Placement view:
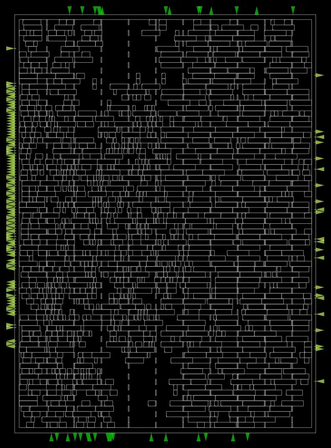
Metal layers overlaid:
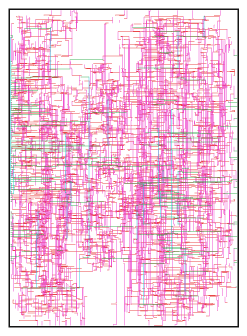
Routed clock nets over the placement:
Scale bar: 50 µm.
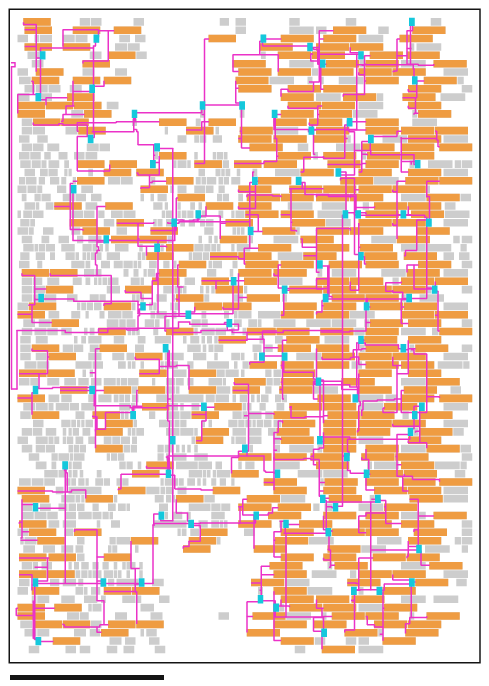
==> config.mk <==
export PLATFORM = sky130hd
export DESIGN_NAME = vga_scanout_dma
export DESIGN_NICKNAME = d
export VERILOG_FILES = /design/src/rtl/vga_scanout_dma.sv
export SDC_FILE = /design/constraint.sdc
export NUM_CORES = 1
export LEC_CHECK = 0
export CAP_MARGIN = 20
export CORE_ASPECT_RATIO = 1.4
export CORE_MARGIN = 2
export CORE_UTILIZATION = 55
export CTS_BUF_LIST = sky130_fd_sc_hd__clkbuf_2
export DETAILED_ROUTE_END_ITERATION = 10
export HOLD_SLACK_MARGIN = 0.06
export MAX_ROUTING_LAYER = met4
export PLACE_DENSITY = 0.75
export REMOVE_ABC_BUFFERS = 1
export SLEW_MARGIN = 20
export SYNTH_ARGS = -nofsm -noshare
export SYNTH_HDL_FRONTEND = slang
export SYNTH_SLANG_ARGS = --single-unit
==> constraint.sdc <==
create_clock -name i_Clock -period 5.7 [get_ports i_Clock]
set_input_delay 1.425 -clock i_Clock [delete_from_list [all_inputs] [get_ports i_Clock]]
set_output_delay 1.425 -clock i_Clock [all_outputs]
set_load 0.05 [all_outputs]
==> impl_metrics.py <==
# Generated from Yosys and OpenROAD reports
metrics = {
    "routing": {
        "dr_wl_met2_um": 19300,
        "first_pass_iters": 4,
        "top_signal_layer_used": "met4",
        "route.layer.met1.wl_um": 13600,
        "drt.antenna.violating_nets": 0,
        "viasPerCell": 5.69,
    },
    "final_layout": {
        "logic_gate_count": 612,
        "layout_top_cells": "256 x edfxtp_1, 140 x clkbuf_2, 127 x dfrtp_1, 127 x clkdlybuf4s50_1, 80 x mux4_2",
        "layout-drive-gt1-share_pct": 24.0,
        "net_count_reported_at_finish": 1384,
        "num_antenna_cells": 1,
        "largest_reg_flops": 256,
        "nonClockBufferCount": 151,
        "buf_share_pct": 7.51,
        "comb_area_share_pct": 29.3,
    },
    "synthesis": {
        "synth-simple-area-share_pct": 7.51,
        "top_area_cell": "edfxtp_1",
        "netlist_top_cells_area": "edfxtp_1 45%, dfrtp_1 19%, mux4_2 11%",
        "synth-async-reset-ratio_pct": 33.7,
        "yosys-stat-area_um2": 17000,
        "synthXorXnorAreaFrac_pct": 3.66,
        "synth_area_per_cell_um2": 15.8,
        "mux_share_pct": 15.0,
        "most_common_cell": "edfxtp_1",
        "synthAdderAreaFrac_pct": 4.01,
        "common_cells": "256 x edfxtp_1, 130 x dfrtp_1, 80 x mux4_2",
        "ys_ff": 386,
    },
    "place": {
        "total_instance_count_after_detailed_placement": 1576,
        "gp_routability_congestion": 0.832,
        "io_buffers": 140,
        "dp_worst_setup_slack_ps": 683,
        "area_after_detailed_placement_um2": 18800,
    },
    "cts": {
        "cts_root_buf": "clkbuf_2",
        "cts_tree": "built",
        "ctsResizeCount": 13,
        "cts_setup_buffers": 0,
        "htreeDepth": 3,
        "cts_hold_buf": 0,
        "path_clk_slew_ps": 110,
    },
    "grt": {
        "global_route.usage.met2_pct": 41.8,
        "grt_use_met3_pct": 5.14,
        "antenna_found_initial": 1,
        "met1_usage_pct": 25.9,
        "grt_start_max_net_pins": 71,
        "globalRouteOverflowTotal": 0,
    },
    "setup_path": {
        "cpMaxStageDelayCell": "or4b_1",
        "critical_path.max_fanout": 7,
        "worst_path_largest_cell_delay_ps": 530,
        "critPathCaptureType": "primary output",
        "r2r.worst_path.cells": 19,
    },
    "pwr": {
        "sequentialPowerShare_pct": 44.1,
        "cellInternalPower_w": 0.00482,
        "clock_network_fraction_of_design_power_pct": 23.7,
        "static-leakage-power_nw": 7.40,
    },
    "final_timing": {
        "setup_viol_count_final": 0,
        "worst_slack_ps": 169,
        "period_needed_ps": 5530,
        "setup_tns_ps": 0,
    },
    "floorplan": {
        "die_height_um": 212,
        "design.portCount": 141,
        "initCoreUtil_pct": 55.5,
        "chip_area_um2": 32300,
    },
    "flow_run": {
        "max-cap-violations": 0,
    },
    "run_status": {
        "run_status": "complete, no violations",
    },
}
-- 'placement view' (at the start) --
Final Non-Filler Cells: 1732
fin util: 64.1%

-- 'metal layers overlaid' (at the start) --
[cyan] M4 | wire length: 800 µm
[green] M3 | wire length: 2320 µm
[magenta] M2 | wire length: 19300 µm
[red] M1 | wire length: 13600 µm
Routed Wire Length: 36000 µm
total number of vias: 9849
mean routed wirelength per cell: 20.8 µm

-- 'routed clock nets over the placement' (at the start) --
[cyan] clock-net drivers | count: 88
[magenta] clock wires | length: 4790 µm
[orange] flip-flops | count: 386
routed clock nets: 89
flops lie: spread over the die
clock latency reported for the late side of the worst-skew pair: 910 ps
clock network power consumption: 0.00178 W

No activity file was given, so power comes from the tool's default toggle rates.
